**config.mk**
```make
export PLATFORM = sky130hd
export DESIGN_NAME = uart_rx_modport
export DESIGN_NICKNAME = d
export VERILOG_FILES = /design/src/rtl/uart_pkg.sv /design/src/rtl/uart_baud_cnt.sv /design/src/rtl/uart_rx_modport.sv
export SDC_FILE = /design/constraint.sdc
export NUM_CORES = 1
export LEC_CHECK = 0
export CORE_MARGIN = 2
export CORE_UTILIZATION = 25
export CTS_CLUSTER_DIAMETER = 60
export DETAILED_ROUTE_END_ITERATION = 10
export GPL_ROUTABILITY_DRIVEN = 0
export PLACE_DENSITY = 0.48
export REMOVE_ABC_BUFFERS = 1
export SYNTH_ARGS = -nofsm -noshare
export SYNTH_HDL_FRONTEND = slang
export SYNTH_SLANG_ARGS = --single-unit
```
**constraint.sdc**
```tcl
create_clock -name clk -period 4.7 [get_ports clk]
set_clock_uncertainty 0.1 [all_clocks]
set_input_delay 1.41 -clock clk [delete_from_list [all_inputs] [get_ports clk]]
set_output_delay 1.41 -clock clk [all_outputs]
set_load 0.05 [all_outputs]
```
**src/rtl/uart_pkg.sv**
```systemverilog
// Shared UART definitions: data width, minimum divider and receiver FSM states.
package uart_pkg;

    localparam int unsigned UART_DATA_W  = 8;
    localparam int unsigned UART_DIV_MIN = 4;

    typedef enum logic [2:0] {
        StIdle,
        StStart,
        StData,
        StParity,
        StStop
    } uart_rx_state_t;

endpackage

```
**src/rtl/uart_baud_cnt.sv**
```systemverilog
// 16-bit baud down-counter with load and zero flag; holds at zero until reloaded.
module uart_baud_cnt (
    input  logic        clk,
    input  logic        rst_n,
    input  logic        i_load,
    input  logic [15:0] i_load_val,
    output logic        o_zero
);

    logic [15:0] r_cnt;

    always_ff @(posedge clk) begin
        if (rst_n) begin
            r_cnt <= 16'd0;
        end else if (i_load) begin
            r_cnt <= i_load_val;
        end else if (r_cnt != 16'd0) begin
            r_cnt <= r_cnt - 16'd1;
        end
    end

    assign o_zero = (r_cnt == 16'd0);

endmodule

```
**src/rtl/uart_rx_modport.sv**
```systemverilog
// UART receiver: 8 data bits, optional even parity, 1 or 2 stop bits, programmable divider.
// Define UART_RX_SYNC_EN to insert a 2-flop synchronizer on rx_i.
module uart_rx_modport
    import uart_pkg::*;
(
    input  logic                   clk,
    input  logic                   rst_n,
    input  logic                   en_i,
    input  logic                   stop_bits_i,
    input  logic                   parity_bit_i,
    input  logic [15:0]            baud_div_i,
    input  logic                   rx_i,
    output logic [UART_DATA_W-1:0] rx_data_o,
    output logic                   rx_valid_o,
    output logic                   err_o
);

    logic w_line;

`ifdef UART_RX_SYNC_EN
    logic [1:0] r_sync;

    always_ff @(posedge clk) begin
        if (rst_n) begin
            r_sync <= 2'b11;
        end else begin
            r_sync <= {r_sync[0], rx_i};
        end
    end

    assign w_line = r_sync[1];
`else
    assign w_line = rx_i;
`endif

    uart_rx_state_t         r_state, w_state_nxt;
    logic [15:0]            w_div, r_div, w_load_val;
    logic [UART_DATA_W-1:0] r_shift, r_data;
    logic [2:0]             r_bit_idx;
    logic                   r_stop_left, r_par_en, r_par, r_par_err, r_fe, r_armed;
    logic                   r_valid, r_err;
    logic                   w_load, w_zero, w_start, w_done, w_stop_fe, w_bad;

    assign w_div     = (baud_div_i < 16'(UART_DIV_MIN)) ? 16'(UART_DIV_MIN) : baud_div_i;
    assign w_stop_fe = r_fe | ~w_line;
    assign w_bad     = w_stop_fe | r_par_err;

    uart_baud_cnt u_baud_cnt (
        .clk        (clk),
        .rst_n      (rst_n),
        .i_load     (w_load),
        .i_load_val (w_load_val),
        .o_zero     (w_zero)
    );

    always_ff @(posedge clk) begin
        if (rst_n) begin
            r_state <= StIdle;
        end else begin
            r_state <= w_state_nxt;
        end
    end

    always_comb begin
        w_state_nxt = r_state;
        w_load      = 1'b0;
        w_load_val  = r_div - 16'd1;
        w_start     = 1'b0;
        w_done      = 1'b0;
        case (r_state)
            StIdle: begin
                if (r_armed && !w_line) begin
                    w_state_nxt = StStart;
                    w_start     = 1'b1;
                    w_load      = 1'b1;
                    w_load_val  = (w_div >> 1) - 16'd1;
                end
            end
            StStart: begin
                if (w_zero) begin
                    w_load      = 1'b1;
                    w_state_nxt = w_line ? StIdle : StData;
                end
            end
            StData: begin
                if (w_zero) begin
                    w_load = 1'b1;
                    if (r_bit_idx == 3'(UART_DATA_W - 1)) begin
                        w_state_nxt = r_par_en ? StParity : StStop;
                    end
                end
            end
            StParity: begin
                if (w_zero) begin
                    w_load      = 1'b1;
                    w_state_nxt = StStop;
                end
            end
            StStop: begin
                if (w_zero) begin
                    w_load = 1'b1;
                    if (!r_stop_left) begin
                        w_state_nxt = StIdle;
                        w_done      = 1'b1;
                    end
                end
            end
            default: w_state_nxt = StIdle;
        endcase
        if (!en_i) begin
            w_state_nxt = StIdle;
            w_start     = 1'b0;
            w_done      = 1'b0;
            w_load      = 1'b0;
        end
    end

    // Frame settings are captured at start so mid-frame config writes cannot corrupt it.
    always_ff @(posedge clk) begin
        if (rst_n) begin
            r_div       <= 16'(UART_DIV_MIN);
            r_shift     <= '0;
            r_data      <= '0;
            r_bit_idx   <= 3'd0;
            r_stop_left <= 1'b0;
            r_par_en    <= 1'b0;
            r_par       <= 1'b0;
            r_par_err   <= 1'b0;
            r_fe        <= 1'b0;
            r_armed     <= 1'b1;
            r_valid     <= 1'b0;
            r_err       <= 1'b0;
        end else begin
            r_valid <= 1'b0;
            r_err   <= 1'b0;
            if (r_state == StIdle && w_line) begin
                r_armed <= 1'b1;
            end
            if (w_start) begin
                r_div       <= w_div;
                r_par_en    <= parity_bit_i;
                r_stop_left <= stop_bits_i;
                r_bit_idx   <= 3'd0;
                r_par       <= 1'b0;
                r_par_err   <= 1'b0;
                r_fe        <= 1'b0;
            end
            if (en_i && w_zero) begin
                case (r_state)
                    StData: begin
                        r_shift   <= {w_line, r_shift[UART_DATA_W-1:1]};
                        r_par     <= r_par ^ w_line;
                        r_bit_idx <= r_bit_idx + 3'd1;
                    end
                    StParity: r_par_err <= r_par ^ w_line;
                    StStop: begin
                        r_fe        <= w_stop_fe;
                        r_stop_left <= 1'b0;
                    end
                    default: ;
                endcase
            end
            // A framing error leaves the line possibly low; wait for high before re-arming.
            if (w_done) begin
                if (w_bad) begin
                    r_err <= 1'b1;
                    if (w_stop_fe) begin
                        r_armed <= 1'b0;
                    end
                end else begin
                    r_valid <= 1'b1;
                    r_data  <= r_shift;
                end
            end
        end
    end

    assign rx_data_o  = r_data;
    assign rx_valid_o = r_valid;
    assign err_o      = r_err;

endmodule

```
==> Slide: Implementation Results, run 1 <==
Physical Implementation Snapshot

Status
  – Status: complete, no violations

Global routing
  – GRT Residual Overflow: 0
  – Initial antenna violation count: 0
  – Largest net degree at the start of global routing: 38
  – All-Layer GR Usage: 0.1361
  – Met1 Usage GRT: 0.1825
  – Vias in the first global route: 3,070
  – Global-route wire length before repair: 16,140 um
  – M2 GR Usage: 0.2181
  – Top Usage Layer GRT: met2

Floorplan
  – Floorplan Utilization: 0.2578
  – Die y size: 123.9 um

Route
  – Via count: 3,309
  – DR WL/cell: 15.15 um
  – DR pass1 iterations: 4

Finish
  – Design Area, Final: 0.004489 mm^2
  – Diode count: 0
  – Area grow syn2layout: 24.97%
  – Final nets: 492

Place
  – DP Area: 0.004158 mm^2
  – Dpl ws: 0.05719 ns

Logic synthesis
  – Yosys stat area: 0.003592 mm^2
  – FFs w/ async S/R, synth: 0
  – Register share after synthesis: 0.3455
  – Yosys warnings: 0
  – Avg Inst Size Synth: 8.413 um^2

Clocking
  – Reg clk slew, reported paths: 0.06 ns
  – TritonCTS clock tree: built

Timing
  – Tmin final: 4.307 ns
  – Worst Max-Slew Pin Slew: 1.089 ns
  – Final tally of setup violations: 0
  – Final worst slack: 0.3931 ns

Pwr
  – Peak VDD IR: 0.0001662 V
  – Pwr Density: 468.2 mW/mm^2

Worst setup path
  – CP Max Fanout: 3
  – CP Class: primary input to register
  – CP max-delay cell: or4b_2
-- run 1: cells by family (layout without fill, tap and decap cells) --
kind of cell | after synthesis | in the layout | synth area share
AND/OR/NAND/NOR | 189 | 189 | 0.2940
AND-OR/OR-AND | 92 | 92 | 0.1752
flip-flops | 62 | 62 | 0.3455
buffers and inverters | 30 | 72 | 0.03761
XOR/XNOR | 24 | 24 | 0.05852
multiplexers | 24 | 24 | 0.06827
adder cells (fa/ha/maj) | 6 | 6 | 0.02090
-- run 1: final cells by class --
type                    count  area (um^2)
fillers                  1430         9445
multi-input cells         335         2221
flip-flops and latches     62         1241
repair buffers             50        447.9
clock buffers              10        239.0
well taps                 180        225.2
clock inverters             6        92.59
inverters                   6        22.52
-- run 1: power by group --
part	internal, uW	total [uW]	switching (uW)
Combinational	289	669	380
Sequential	602	698	96.1
Clock	481	735	254
-- run 1: critical path: cells and delay by family --
kind / cells / cell delay [ns]
mux: 1 / 0.08
fa+ha+maj: 1 / 0.21
compound gates: 2 / 0.35
xor+xnor: 1 / 0.15
simple gates: 4 / 1.83
buf+inv: 1 / 0.42
-- run 1: per-stage QoR --
step	hold slack, ns	cells
3_3_place_gp	0.3472	633
6_report	0.3595	649
3_5_place_dp	0.3590	633
4_1_cts	0.3668	649
2_1_floorplan	0.3257	403
5_1_grt	0.3842	649
-- run 1: synth_stat cells (4+ instances only) --
cell / instances / area share
o31a_1: 4 / 0.0098
buf_2: 6 / 0.0084
inv_1: 6 / 0.0063
or3_1: 9 / 0.016
nor3_1: 16 / 0.022
nand3_1: 14 / 0.020
a21oi_1: 34 / 0.047
nand4_1: 4 / 0.0070
mux2_2: 4 / 0.013
o21ai_0: 10 / 0.014
xor2_1: 10 / 0.024
xnor2_1: 14 / 0.034
nand2_1: 54 / 0.056
ha_1: 6 / 0.021
nand3b_1: 4 / 0.0084
a211oi_1: 6 / 0.013
dfxtp_1: 62 / 0.35
clkbuf_1: 14 / 0.015
mux2i_1: 20 / 0.056
nor2_1: 40 / 0.042
o211ai_1: 7 / 0.015
nor3b_1: 6 / 0.013
nor4_1: 7 / 0.012
-- run 1: registers in the layout, summed over array words and instances (netlist names), 3 cells and up --
signal / cells
r_state: 3
rx_data_o: 8
u_baud_cnt.r_cnt: 16
r_div: 16
r_bit_idx: 3
r_shift: 8
-- run 1: layer usage --
metal | part of all wire | up-vias | wire length [um]
met5 | 0 | - | 0
met4 | 0.016 | 0 | 162
met3 | 0.043 | 11 | 419
met2 | 0.46 | 74 | 4549
met1 | 0.48 | 1577 | 4703
li1 | - | 1647 | -
-- run 1: path summary, 6_finish.rpt --
path,start,endpoint,depth (start not counted)
worst max-delay path,baud_div_i[12],u_baud_cnt.r_cnt[8],10
worst min-delay path,r_par_en,r_par_en,2
worst max register to register,u_baud_cnt.r_cnt[0],rx_data_o[4],7
worst min register to register,r_par_en,r_par_en,2
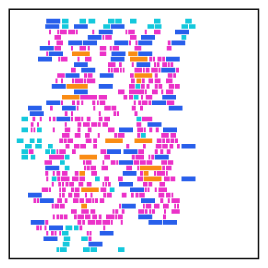
run_1/placement_by_type.png
Drawn at 2 px/um.
Key: remaining buffers and delay cells = cyan [cells 50, share of their area 11%]; combinational and other logic = magenta [cells 341, share of their area 53%]; clock drivers and dummy loads = orange [cells 16, share of their area 7.8%]; sequential cells = blue [cells 62, share of their area 29%]
fin util: 0.3222
sequential cell area share: 0.2765
Core Area: 0.01393 mm^2
Site Rows: 43

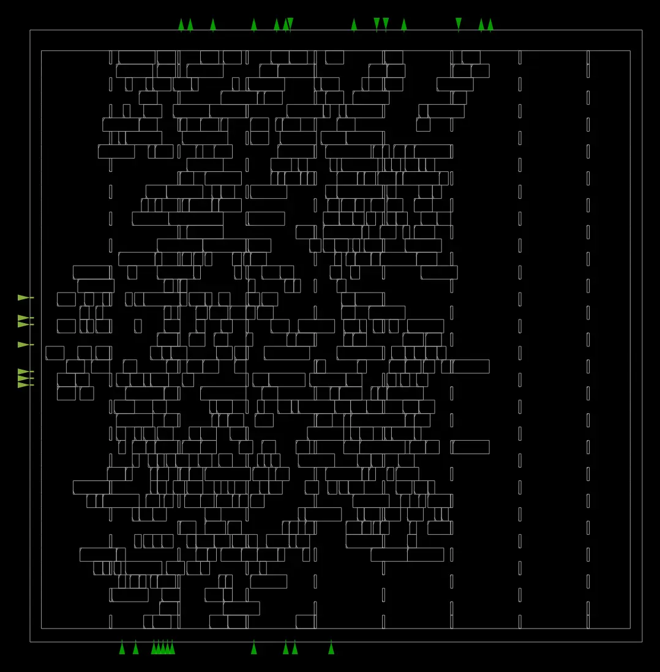
run_1/placement.png
registers: 62
# Taps: 180
fin cells: 649
Fill cells: 1,430

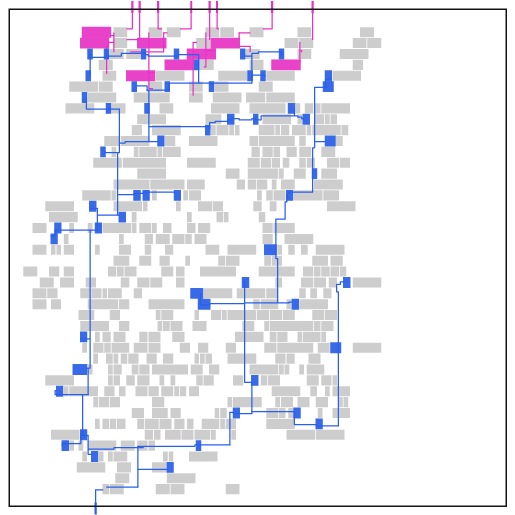
run_1/io_fan.png
Drawn at 4 px/um.
Key: rx_data_o = magenta [bits 8, direction output, edge top, end cells 8, buffers 8, wire 139 um]; rst_n = blue [bits 1, direction input, edge bottom, end cells 55, buffers 2, wire 613 um]
IO Pins: 32
Port-buffer cells: 31

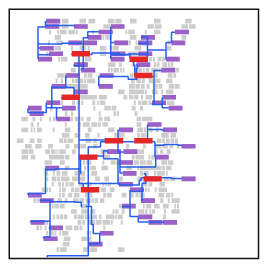
run_1/clk_routes.png
Drawn at 2 px/um.
Key: clock drivers = red [count 9]; flip-flops = purple [count 62]; clock wires = blue [length 938 um]
There are 10 routed clock nets.
clock latency on the worst-skew pair: 0.33 ns
clk pwr: 735 uW
clock group share of total power: 0.350

run_1/flops_by_reg.png
Drawn at 2 px/um.
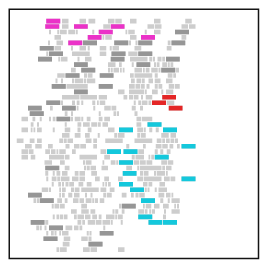

==> run 2: changes to the inputs <==
Settings changed: CORE_UTILIZATION 25 to 45, PLACE_DENSITY 0.48 to 0.72.
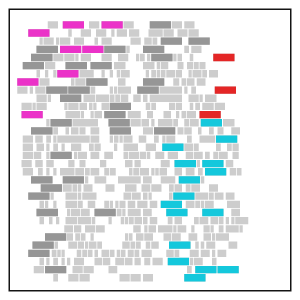
run_2/flops_by_reg.png
Drawn at 3 px/um.
Key: rx_data_o = magenta [sequential cells 8, where top left]; r_state = red [sequential cells 3]; u_baud_cnt.r_cnt = cyan [sequential cells 16]
Another 35 sequential cells are not colored.
Reg area: 0.001241 mm^2
fin util: 0.5499
sequential cell area share: 0.2921
flip-flop and latch power: 696 uW

==> Slide: Implementation Results, run 2 <==
Physical Implementation Snapshot

Timing
  – Hold WS: 0.3530 ns (-0.006482 ns)
  – FMAX: 0.2291 GHz
  – Final tally of setup violations: 0 (unchanged)
  – Setup_tns: 0 ns
  – Max Slew Vio Count: 0
  – Worst Max-Slew Pin Slew: 0.9495 ns (-0.1394 ns)
  – Tmin final: 4.366 ns (+0.05872 ns)

Finish
  – Final nets: 487 (-1.0%)
  – Design Area, Final: 0.004249 mm^2 (-5.4%)
  – Diode count: 0 (unchanged)
  – Most frequent logic cell in the layout: dfxtp_1
  – Largest regs: r_div (16), u_baud_cnt.r_cnt (16)
  – Area grow syn2layout: 18.29%
  – Combinational gate area: 0.002221 mm^2 (unchanged)

Pwr
  – Clock group share of total power: 0.284 (-0.066)
  – Pint: 1193 uW (-13%)
  – Power share of the sequential group: 0.370 (+0.038)
  – Switching share of power: 0.3660 (+0.01885)
  – Pwr Density: 442.7 mW/mm^2 (-5.5%)
  – Peak VDD IR: 0.0001970 V (+19%)
  – P_sw: 688.4 uW (-5.7%)
  – Comb pwr share: 0.346 (+0.028)

Clocking
  – Clock latency on the worst-skew pair: 0.34 ns (about the same)
  – TritonCTS clock tree: built
  – Clk buf depth: 2
  – Reg clk slew, reported paths: 0.07 ns (about the same)
  – Inserted Clock Buffers: 9

Global routing
  – Initial antenna violation count: 0 (unchanged)
  – Vias in the first global route: 2,944 (-4.1%)
  – Global-route wire length before repair: 14,280 um (-12%)
  – GRT Residual Overflow: 0 (unchanged)
  – All-Layer GR Usage: 0.2075 (+0.07136)
  – Largest net degree at the start of global routing: 30 (-21%)

Logic synthesis
  – Top cell type's share of synthesized area: 0.3455 (unchanged)
  – Register share after synthesis: 0.3455 (unchanged)
  – Area leader, netlist: dfxtp_1
  – Count of library flops with an enable pin: 0
  – Synthesized cell area: 0.003592 mm^2
  – FFs w/ async S/R, synth: 0 (unchanged)
  – Distinct lib cells: 69
  – Count leader, synth: dfxtp_1
  – Most instantiated cells after synthesis: dfxtp_1 (62), nand2_1 (54), nor2_1 (40)
  – Yosys warnings: 0 (unchanged)
  – Main synth FF type: dfxtp_1
  – Avg Inst Size Synth: 8.413 um^2 (unchanged)
  – Yosys stat area: 0.003592 mm^2 (unchanged)
  – Synth top area cells: dfxtp_1 (35%), nand2_1 (5.6%), mux2i_1 (5.6%), a21oi_1 (4.7%), nor2_1 (4.2%)

Worst setup path
  – Worst r2r src: u_baud_cnt.r_cnt[0]
  – CP top delay family: simple AND/OR/NAND/NOR gates
  – CP bufs+invs: 1 (unchanged)
  – CP Class: primary input to register
  – CP Max Fanout: 3 (unchanged)
  – Worst R2R Setup Slack: 2.02 ns
  – Crit start category: primary input
  – Crit Reg-Reg Endpoint: rx_data_o[3]
  – Register-to-Register Path Depth: 7 (unchanged)
  – CP max-delay cell: or4b_2

Route
  – Routed vias/inst: 5.832
  – DR WL/cell: 15.37 um (+1.4%)
  – # DRC: 0
  – Via count: 3,301 (-0.24%)
  – DR pass1 iterations: 5 (+1)

Hold path
  – Hold_sp: r_par_en
  – Min-Delay Endpoint: r_par_en
  – Hold Crit Depth: 2 (unchanged)

Floorplan
  – Die y size: 93.35 um (-25%)
  – Floorplan Utilization: 0.4649 (+0.2071)
  – IO Pins: 32 (unchanged)

Status
  – Status: complete, no violations

Place
  – DP Area: 0.004023 mm^2 (-3.3%)
  – Port-buffer cells: 31 (unchanged)

Job
  – Log Warnings: 26
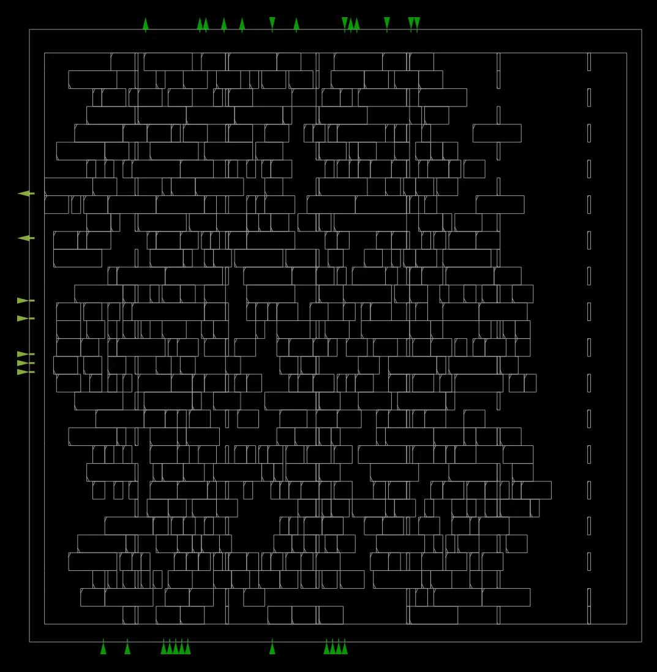
run_2/placement.png
Fill cells: 707
Core Area: 0.007727 mm^2
Site Rows: 32

-- run 2: cell counts after synthesis --
No cell type changed its count.
-- run 2: metal layers --
metal | GRT usage | share of wire
met5 | 0 | 0
met2 | 0.3201 | 0.47
met1 | 0.2899 | 0.47
met4 | 0.08701 | 0.013
met3 | 0.02901 | 0.044
-- run 2: cells by family (layout without fill, tap and decap cells) --
family                   count (synthesis)  count (layout)  synth area share
adder cells (fa/ha/maj)                  6               6           0.02090
flip-flops                              62              62            0.3455
XOR/XNOR                                24              24           0.05852
AND-OR/OR-AND                           92              92            0.1752
buffers and inverters                   30              67           0.03761
multiplexers                            24              24           0.06827
AND/OR/NAND/NOR                        189             189            0.2940
-- run 2: tightest hold or removal path: cells and delay by family (launching register included) --
family / cells / cell delay [ns]
AOI/OAI and AO/OA: 1 / 0.05
DFF: 1 / 0.31
and+or+nand+nor: 1 / 0.05
-- run 2: how the worst max path moves through the flow --
| stage | start | endpoint | cells after the start |
|---|---|---|---|
| global placement | baud_div_i[12] | u_baud_cnt.r_cnt[8] | 10 |
| detailed placement | baud_div_i[12] | u_baud_cnt.r_cnt[8] | 10 |
| finish | baud_div_i[12] | u_baud_cnt.r_cnt[8] | 10 |
| CTS | baud_div_i[12] | u_baud_cnt.r_cnt[8] | 10 |
| global route | baud_div_i[12] | u_baud_cnt.r_cnt[8] | 10 |
| floorplan | baud_div_i[12] | u_baud_cnt.r_cnt[8] | 9 |
-- run 2: layout make-up --
| type | count | share of cell area |
|---|---|---|
| Multi-Input combinational cell | 335 | 0.5227 |
| Sequential cell | 62 | 0.2921 |
| Inverter | 6 | 0.005300 |
| Timing Repair Buffer | 45 | 0.09658 |
| Clock buffer | 9 | 0.02915 |
| Clock inverter | 7 | 0.02415 |
| Tap cell | 102 | 0.03004 |
-- run 2: per-stage QoR --
| stage | std cells | util | setup WS, ns | power [uW] |
|---|---|---|---|---|
| after floorplan | 403 | - | 0.4715 | 1176 |
| after global placement | 550 | 0.5206 | 0.07301 | 1337 |
| after detailed placement | 550 | 0.5206 | -0.01149 | 1350 |
| after CTS | 566 | 0.5499 | 0.3474 | 1892 |
| after global routing | 566 | 0.5499 | 0.2536 | 2003 |
| final | 566 | 0.5499 | 0.3344 | 1881 |
-- run 2: power by group through the flow --
stage	sequential [uW]	clock [uW]	combinational, uW
3_3_place_gp	701	0	636
2_1_floorplan	682	0	494
5_1_grt	708	570	725
3_5_place_dp	706	0	644
6_report	696	534	651
4_1_cts	693	547	651
run_2/clk_routes.png
Drawn at 3 px/um.
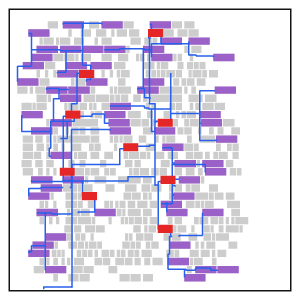

==> run 3: changes to the inputs <==
Settings changed: CORE_MARGIN 2 to default.
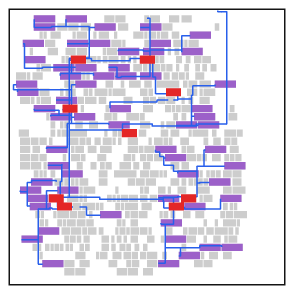
run_3/clk_routes.png
Drawn at 3 px/um.
Key: flip-flops = purple [count 62]; clock drivers = red [count 9]; clock wires = blue [length 794 um]
There are 10 routed clock nets.
clk pwr: 414 uW
clock group share of total power: 0.234
clock latency on the worst-skew pair: 0.34 ns

==> Slide: Implementation Results, run 3 <==
Physical Implementation Snapshot

Timing
  – Setup_tns: 0 ns (unchanged)
  – Max Slew Vio Count: 0 (unchanged)
  – Tmin final: 4.282 ns (-0.08395 ns)
  – Final tally of setup violations: 0 (unchanged)

Finish
  – Area grow syn2layout: 16.82%
  – Largest regs: r_div (16), u_baud_cnt.r_cnt (16)
  – Reg area: 0.001241 mm^2 (unchanged)
  – Most frequent logic cell in the layout: dfxtp_1
  – Final nets: 487 (unchanged)
  – Combinational gate area: 0.002221 mm^2 (unchanged)
  – Fill cells: 709 (+0.28%)
  – Diode count: 0 (unchanged)

Logic synthesis
  – Distinct lib cells: 69 (unchanged)
  – Avg Inst Size Synth: 8.413 um^2 (unchanged)
  – FFs w/ async S/R, synth: 0 (unchanged)
  – Top cell type's share of synthesized area: 0.3455 (unchanged)
  – Register share after synthesis: 0.3455 (unchanged)
  – Area leader, netlist: dfxtp_1
  – Yosys warnings: 0 (unchanged)
  – Synth top area cells: dfxtp_1 (35%), nand2_1 (5.6%), mux2i_1 (5.6%), a21oi_1 (4.7%), nor2_1 (4.2%)
  – Synthesized cell area: 0.003592 mm^2 (unchanged)
  – Main synth FF type: dfxtp_1
  – Count of library flops with an enable pin: 0 (unchanged)
  – Count leader, synth: dfxtp_1
  – Most instantiated cells after synthesis: dfxtp_1 (62), nand2_1 (54), nor2_1 (40)
  – Yosys stat area: 0.003592 mm^2 (unchanged)

Clocking
  – Reg clk slew, reported paths: 0.07 ns (about the same)
  – Clk buf depth: 2 (unchanged)
  – Inserted Clock Buffers: 9 (unchanged)

Worst setup path
  – CP max-delay cell: or4b_2
  – Critical path endpoint: u_baud_cnt.r_cnt[8]
  – CP Max Fanout: 3 (unchanged)
  – Crit start category: primary input
  – Crit Reg-Reg Endpoint: rx_data_o[6]
  – CP Class: primary input to register
  – CP top delay family: simple AND/OR/NAND/NOR gates
  – Critical Path Start: baud_div_i[12]
  – Worst r2r src: u_baud_cnt.r_cnt[0]
  – CP bufs+invs: 1 (unchanged)
  – Critical path depth: 10 (unchanged)

Pwr
  – Pint: 1079 uW (-9.5%)
  – Comb pwr share: 0.373 (+0.027)
  – Peak VDD IR: 0.0003179 V (+61%)
  – Power share of the sequential group: 0.393 (+0.023)
  – P_sw: 691.5 uW (+0.44%)
  – Power Total: 1771 uW (-5.9%)

Floorplan
  – IO Pins: 32 (unchanged)
  – Floorplan Utilization: 0.4649 (unchanged)
  – Die y size: 91.35 um (-2.1%)
  – Core Area: 0.007727 mm^2 (unchanged)
  – Site Rows: 32 (unchanged)

Global routing
  – All-Layer GR Usage: 0.2239 (+0.01645)
  – Initial antenna violation count: 0 (unchanged)
  – GR Util met3: 0.05360 (+0.02459)
  – Vias in the first global route: 3,084 (+4.8%)
  – Met1 Usage GRT: 0.3035 (+0.01358)
  – Top Usage Layer GRT: met2
  – M2 GR Usage: 0.3441 (+0.02392)
  – GRT Residual Overflow: 0 (unchanged)

Route
  – DR WL/cell: 15.61 um (+1.6%)
  – # DRC: 0 (unchanged)
  – Via count: 3,272 (-0.88%)

Status
  – Status: complete, no violations

Place
  – Port-buffer cells: 31 (unchanged)

Job
  – Log Warnings: 26 (unchanged)
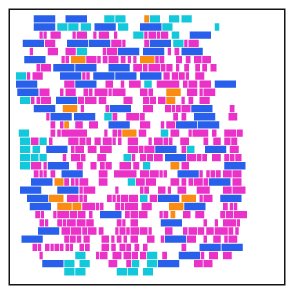
run_3/placement_by_type.png
Drawn at 3 px/um.
Key: clock drivers and dummy loads = orange [cells 16, share of their area 4.3%]; sequential cells = blue [cells 62, share of their area 31%]; remaining buffers and delay cells = cyan [cells 45, share of their area 10%]; combinational and other logic = magenta [cells 341, share of their area 55%]
Design Area, Final: 0.004197 mm^2
sequential cell area share: 0.2958
fin util: 0.5431

==> run 3: power by group through the flow <==
stage	sequential, uW	clock, uW	combinational (uW)
2_1_floorplan	682	0	494
3_3_place_gp	701	0	634
3_5_place_dp	706	0	650
4_1_cts	694	422	658
5_1_grt	708	450	725
6_report	696	414	660
==> run 3: cell type report <==
class | count | area share
clock buffers | 9 | 0.02952
well taps | 102 | 0.03041
repair buffers | 45 | 0.09779
multi-input cells | 335 | 0.5292
flip-flops and latches | 62 | 0.2958
inverters | 6 | 0.005367
clock inverters | 7 | 0.01193
==> run 3: logic make-up (layout without fill, tap and decap cells) <==
group	count (synthesis)	after routing	share of synthesized area
AOI/OAI and AO/OA	92	92	0.1752
xor gates and xnor gates	24	24	0.05852
adders and majority gates	6	6	0.02090
buffers and inverters	30	67	0.03761
DFF	62	62	0.3455
muxes	24	24	0.06827
and+or+nand+nor	189	189	0.2940
==> run 3: worst min-delay path by stage <==
stage	endpoint	startpoint	cells after the start	slack [ns]
global route	r_div[15]	r_div[15]	2	0.40
CTS	r_par_en	r_par_en	2	0.37
floorplan	r_par_en	r_par_en	2	0.33
global placement	r_par_en	r_par_en	2	0.35
detailed placement	r_par_en	r_par_en	2	0.36
finish	r_par_en	r_par_en	2	0.37
==> run 3: tightest hold or removal path: stages (launching register included) <==
cell     delay [ns]
dfxtp_1        0.32
nand2_1        0.05
a21oi_1        0.06
==> run 3: per-layer routing <==
layer  up-vias  wire length, um
met1      1519             4190
met4         0              205
met5         -                0
met2        92             4018
met3        20              421
li1       1641                -
==> run 3: through the flow <==
stage | hold WS, ns | setup WS [ns] | cell area [um^2] | std cells
finish | 0.3688 | 0.4183 | 4197 | 566
global route | 0.3983 | 0.2781 | 4197 | 566
detailed placement | 0.3591 | 0.04878 | 4023 | 550
floorplan | 0.3257 | 0.4715 | 3480 | 403
global placement | 0.3531 | 0.07799 | 4023 | 550
CTS | 0.3693 | 0.4160 | 4197 | 566
Power and IR drop assume default switching activity.
